Figure 1. Zoomed window.
Scale bar: 20 um. Region (5, 5) to (55, 55) um. Cells in gray, sequential cells in the stronger gray; small squares are vias.
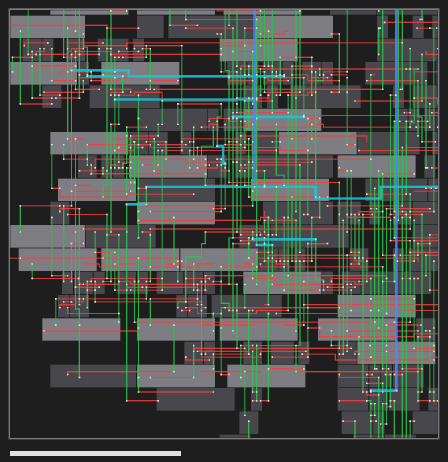
Figure 2. Placement view.
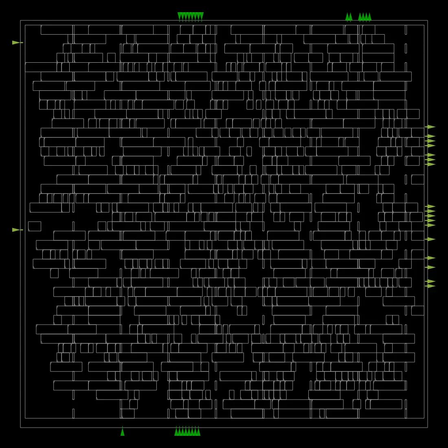
Figure 3. Sequential cells grouped by signal name.
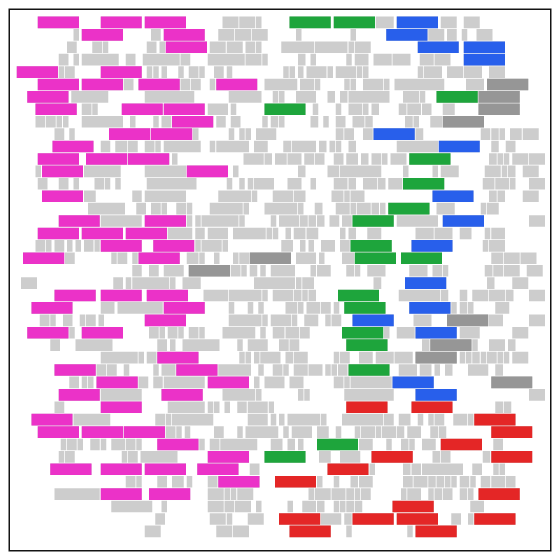
$ cat src/rtl/obstacle_monitor.sv
// obstacle_monitor: moving-average filter of sonar distance with hysteretic clear/warn/stop zones
// and a watchdog that faults the sensor when accepted readings stop arriving.
module obstacle_monitor #(
    parameter int WIDTH          = 16,
    parameter int AVG_LOG2       = 2,
    parameter int WARN_MM        = 600,
    parameter int STOP_MM        = 250,
    parameter int HYST_MM        = 50,
    parameter int TIMEOUT_CYCLES = 100000
) (
    input  logic             clk,
    input  logic             reset,
    input  logic [WIDTH-1:0] distance,
    input  logic             distance_valid,
    output logic [WIDTH-1:0] filtered_distance,
    output logic             filtered_valid,
    output logic             obstacle,
    output logic             stop,
    output logic             fault,
    output logic [2:0]       state
);
    localparam int WIN = 1 << AVG_LOG2;
    localparam int SW  = WIDTH + AVG_LOG2;
    localparam int TW  = $clog2(TIMEOUT_CYCLES + 1);
    localparam logic [WIDTH:0]    STOP_LO = (WIDTH+1)'(STOP_MM);
    localparam logic [WIDTH:0]    WARN_LO = (WIDTH+1)'(WARN_MM);
    localparam logic [WIDTH:0]    STOP_HI = (WIDTH+1)'(STOP_MM + HYST_MM);
    localparam logic [WIDTH:0]    WARN_HI = (WIDTH+1)'(WARN_MM + HYST_MM);
    localparam logic [TW-1:0]     T_MAX   = TW'(TIMEOUT_CYCLES);
    localparam logic [TW-1:0]     T_PRE   = TW'(TIMEOUT_CYCLES - 1);
    localparam logic [AVG_LOG2:0] FULL    = (AVG_LOG2+1)'(WIN);

    typedef enum logic [2:0] {
        S_INIT  = 3'd0,
        S_CLEAR = 3'd1,
        S_WARN  = 3'd2,
        S_STOP  = 3'd3,
        S_FAULT = 3'd4
    } state_t;

    state_t              state_q, state_d;
    logic [WIDTH-1:0]    ring_q [WIN];
    logic [SW-1:0]       sum_q, sum_d;
    logic [AVG_LOG2-1:0] idx_q;
    logic [AVG_LOG2:0]   fill_q, fill_d;
    logic [TW-1:0]       wd_q, wd_d;
    logic [WIDTH-1:0]    filt_q;
    logic                pend_q, fv_q;
    logic                acc, expire;
    logic [WIDTH:0]      f_ext;

    always_comb begin
        acc    = distance_valid && (distance != '0);
        // an accepted sample on the expiry cycle pre-empts the fault
        expire = !acc && (wd_q == T_PRE);
        wd_d   = acc ? '0 : (wd_q == T_MAX ? wd_q : wd_q + TW'(1));
        sum_d  = sum_q - SW'(ring_q[idx_q]) + SW'(distance);
        fill_d = (fill_q == FULL) ? fill_q : fill_q + (AVG_LOG2+1)'(1);
        f_ext  = {1'b0, filt_q};
        state_d = state_q;
        if (expire)
            state_d = S_FAULT;
        else if (state_q == S_FAULT)
            state_d = acc ? S_INIT : S_FAULT;
        else if (fv_q)
            case (state_q)
                S_INIT, S_CLEAR: state_d = f_ext <= STOP_LO ? S_STOP :
                                           f_ext <= WARN_LO ? S_WARN : S_CLEAR;
                S_WARN:          state_d = f_ext <= STOP_LO ? S_STOP :
                                           f_ext >  WARN_HI ? S_CLEAR : S_WARN;
                S_STOP:          state_d = f_ext >  STOP_HI ? S_WARN : S_STOP;
                default:         state_d = state_q;
            endcase
    end

    always_ff @(posedge clk or posedge reset) begin
        if (reset) begin
            state_q <= S_INIT;
            for (int i = 0; i < WIN; i++) ring_q[i] <= '0;
            sum_q   <= '0;
            idx_q   <= '0;
            fill_q  <= '0;
            wd_q    <= '0;
            filt_q  <= '0;
            pend_q  <= 1'b0;
            fv_q    <= 1'b0;
        end else begin
            state_q <= state_d;
            wd_q    <= wd_d;
            if (expire) begin
                for (int i = 0; i < WIN; i++) ring_q[i] <= '0;
                sum_q  <= '0;
                idx_q  <= '0;
                fill_q <= '0;
            end else if (acc) begin
                ring_q[idx_q] <= distance;
                sum_q  <= sum_d;
                idx_q  <= idx_q + AVG_LOG2'(1);
                fill_q <= fill_d;
            end
            pend_q <= acc && (fill_d == FULL);
            fv_q   <= pend_q;
            if (pend_q) filt_q <= sum_q[SW-1:AVG_LOG2];
        end
    end

    assign filtered_distance = filt_q;
    assign filtered_valid    = fv_q;
    assign state             = state_q;
    assign obstacle          = (state_q == S_WARN) || (state_q == S_STOP);
    assign stop              = (state_q == S_INIT) || (state_q == S_STOP) || (state_q == S_FAULT);
    assign fault             = (state_q == S_FAULT);
endmodule

$ cat config.mk
export PLATFORM = sky130hd
export DESIGN_NAME = obstacle_monitor
export DESIGN_NICKNAME = d
export VERILOG_FILES = /design/src/rtl/obstacle_monitor.sv
export SDC_FILE = /design/constraint.sdc
export NUM_CORES = 1
export LEC_CHECK = 0
export CAP_MARGIN = 40
export CELL_PAD_IN_SITES_DETAIL_PLACEMENT = 0
export CELL_PAD_IN_SITES_GLOBAL_PLACEMENT = 1
export CORE_MARGIN = 1
export CORE_UTILIZATION = 51
export CTS_BUF_LIST = sky130_fd_sc_hd__clkbuf_16
export CTS_CLUSTER_SIZE = 25
export DETAILED_ROUTE_END_ITERATION = 6
export PLACE_DENSITY = 0.82
export SLEW_MARGIN = 25
export SYNTH_ARGS = -nofsm -noshare
export SYNTH_HDL_FRONTEND = slang
export SYNTH_SLANG_ARGS = --single-unit
$ cat constraint.sdc
create_clock -name clk -period 6.95 [get_ports clk]
set_clock_uncertainty 0.15 [all_clocks]
set_input_delay 1.39 -clock clk [delete_from_list [all_inputs] [get_ports clk]]
set_output_delay 1.39 -clock clk [all_outputs]
set_load 0.01 [all_outputs]
==> deck_impl_summary.md <==
Flow Results at a Glance

Logic synthesis
  – Count of flip-flops with a built-in enable after synthesis: 0
  – Share of synthesized cell area in full adder, half adder and majority cells: 9.356%
  – Share of synthesized cell area in and, or, nand and nor gates: 13.31%
  – Share of cell area taken by muxes after synthesis: 8.268%
  – Synth flops: 125
  – Async set-reset flop share out of synthesis: 100.0%
  – Yosys xor share: 3.046%
  – Most used flip-flop cell: dfrtp_1
  – Biggest area cells: dfrtp_1 45%, o22ai_1 6.5%, nand2_1 6.2%, mux4_2 5.2%, ha_1 4.7%
  – Yosys stat chip area: 6900 um^2
  – Synth Net Count: 761
  – Warnings, synthesis: 0
  – Share of Yosys cell area claimed by the top area cell type: 45.33%
  – Cell taking the most area after synthesis: dfrtp_1
  – AND-OR/OR-AND share of the synthesized area: 14.56%
  – Commonest cells in the synthesized netlist: 125 x dfrtp_1, 114 x nand2_1, 77 x inv_1
  – Per-instance average area after synthesis: 9.858 um^2
  – Library cells used by synthesis: 51
  – Register share after synthesis: 45.33%
  – Post-Syn Area: 6900 um^2

Floorplan
  – Die height: 118.3 um
  – I/O pin count: 42
  – DIE WIDTH: 118.3 um
  – Die Area: 14000 um^2
  – Floorplan Utilization: 52.11%
  – Well Taps: 176

Final timing
  – Min Clock Period, post-route: 4.550 ns
  – Number of hold-slack violations in the final timing report: 0
  – Post-layout period usage of the worst path: 65.46%
  – Worst-margin pin slew: 0.7303 ns
  – Final Slew Violations: 0
  – Worst-case setup margin in the final layout: 2.400 ns
  – RSZ-0062 raised after global routing: false
  – Worst slew margin: 51.20%
  – Post-route worst hold slack: 0.3544 ns
  – Max Fclk: 219.8 MHz
  – Total Neg Setup Slack: 0 ns

Power
  – Biggest power consumer among the groups: combinational logic
  – Peak VDD IR: 0.2285 mV
  – Combinational cell power: 2490 uW
  – Total design power: 4723 uW
  – Switching Fraction: 40.35%
  – Combinational share of power: 52.6%
  – Power dissipated in sequential cells: 1290 uW
  – Total net switching power: 1906 uW
  – LEAKAGE: 0.003748 uW
  – Clock group power: 949 uW
  – Portion of total power attributed to sequential cells: 27.3%
  – Internal power consumption: 2817 uW

CTS
  – Clock edge transition at the registers on the reported setup and hold paths: 0.06 ns
  – Number of CTS-inserted buffers: 17
  – Number of buffers inserted by post-CTS setup repair: 0
  – TritonCTS clock tree: done
  – H-tree depth: 4
  – Post-CTS Hold Buffers: 0
  – Post-cts resize count: 0
  – Cell at the root of the clock tree: clkbuf_16
  – Number of sinks on the clock net: 125
  – Bufs on Longest Clock Path: 2

Drt
  – Iteration-0 DRC count of the detailed router: 337
  – DRC Markers: 0
  – Routed wirelength normalized by instance count: 16.91 um
  – Via count: 5305
  – Wl on met1: 7312 um
  – Uppermost signal routing layer after detailed routing: met4
  – Total length of routed met3 wires: 582 um
  – Final wirelength: 15670 um
  – ANT nets after route: 0

Layout
  – Inverters, non-clock: 77
  – Number of ordinary and repair buffers in the finished layout: 53
  – Final cell area excluding filler cells: 8199 um^2
  – Number of combinational gates with multiple inputs: 464
  – Top cell class by occupied area: multi-input combinational cells
  – Clk cell area share: 7.752%
  – Area taken by multi-input logic gates: 3359 um^2
  – Net count reported at finish: 799
  – Filler cell count in the final layout: 1136
  – Area taken by flip-flops and latches: 3128 um^2
  – Proportion of final cell area spent on non-clock buffers: 6.882%
  – Number of antenna cells inserted: 0

GRT
  – Antenna violations before repair: 0
  – Total GRT Usage: 24.58%
  – Vias in the first global route: 5382
  – Global routing usage on met1: 33.32%
  – Pin count of the biggest net entering global routing: 67
  – Global routing met3 resource utilization: 4.247%
  – Met2 Usage GRT: 39.34%
  – First-pass GRT wire length: 26610 um
  – GR Overflow Total: 0

Placed design
  – HPWL after DPL: 10980 um
  – Number of buffers inserted by port buffering: 41
  – Final estimated routing congestion in global placement: 0.8863
  – Worst setup slack before clock tree synthesis: 2.014 ns
  – Placed cells: 893
  – Post-DP Area: 7531 um^2

Run status
  – Result of the run: finished clean

Setup path
  – Element type at the critical path start: input port
  – Crit Path Class: input port to flop
  – Count of buffer and inverter cells on the critical path: 3
  – CP Data Required Time: 7.13 ns
  – Setup crit end kind: flop
  – Data arrival, critical path: 4.73 ns
  – Crit path max-delay cell type: fa_1
  – CP top delay family: AND-OR/OR-AND gates
  – Largest incremental delay on the critical path: 0.54 ns

Run
  – Number of warnings the tools reported: 31
  – Max-cap violations: 0
About Figure 1:
color	layer
green	metal 2
blue	metal 4
cyan	metal 3
red	metal 1
netlist names of flops here include	ring_q (26)
most frequent	nand2_1 (28), o22ai_1 (28), dfrtp_1 (26)
sequential cells in the window	26
cells with their middle in the window	131

About Figure 2:
FFs & Latches: 125
Core Area: 13240 um^2
fraction of area in registers: 38.15%
non-filler cells, final: 927

About Figure 3:
color	name in the netlist	flops
green	sum_q	18
red	wd_q	17
blue	filtered_distance	16
magenta	ring_q	64

## logic make-up (layout without fill, tap and decap cells)
group                    count (synthesis)  in the layout
buffers and inverters                  111            162
flip-flops                             125            125
XOR/XNOR                                24             24
AND-OR/OR-AND                          157            157
AND/OR/NAND/NOR                        206            206
multiplexers                            35             35
adder cells (fa/ha/maj)                 42             42
## placed cells by master, fill, tap and decap left out, types with 4 or more instances in the layout
cell and n:
clkbuf_16 17, and2_1 4, mux2_2 16, nand2_1 112, xnor2_1 7, nand4_1 6
inv_6 5, a21o_1 6, nor3_1 8, nand3_1 12, mux4_2 16, and3_1 4
o21ai_0 25, dfrtp_1 125, a21oi_1 21, bufinv_16 4, nor2_1 30, inv_1 76
clkdlybuf4s50_1 41, o22ai_1 72, o31ai_1 4, xor2_1 17, a211oi_1 5, buf_4 5
fa_1 16, nor4_1 8, or3_1 7, ha_1 26
## worst paths after layout
check | start | endpoint | slack, ns | depth (start not counted)
setup / recovery | distance[1] | sum_q[16]$_DFFE_PP0P_ | 2.40 | 12
hold / removal | sum_q[11]$_DFFE_PP0P_ | filtered_distance[9]$_DFFE_PP0P_ | 0.35 | 1
setup reg to reg | idx_q[0]$_DFFE_PP0P_ | sum_q[16]$_DFFE_PP0P_ | 2.76 | 12
hold reg to reg | sum_q[11]$_DFFE_PP0P_ | filtered_distance[9]$_DFFE_PP0P_ | 0.35 | 1
max in group asynchronous | reset | sum_q[11]$_DFFE_PP0P_ | 4.61 | 3
min in group asynchronous | reset | ring_q[48]$_DFFE_PP0P_ | 1.08 | 2
## flip-flops by register name, summed over array words and instances (netlist names)
signal             flops
state                  3
filtered_distance     16
filtered_valid         1
ring_q                64
idx_q                  2
wd_q                  17
pend_q                 1
sum_q                 18
fill_q                 3
Power and IR drop assume default switching activity.
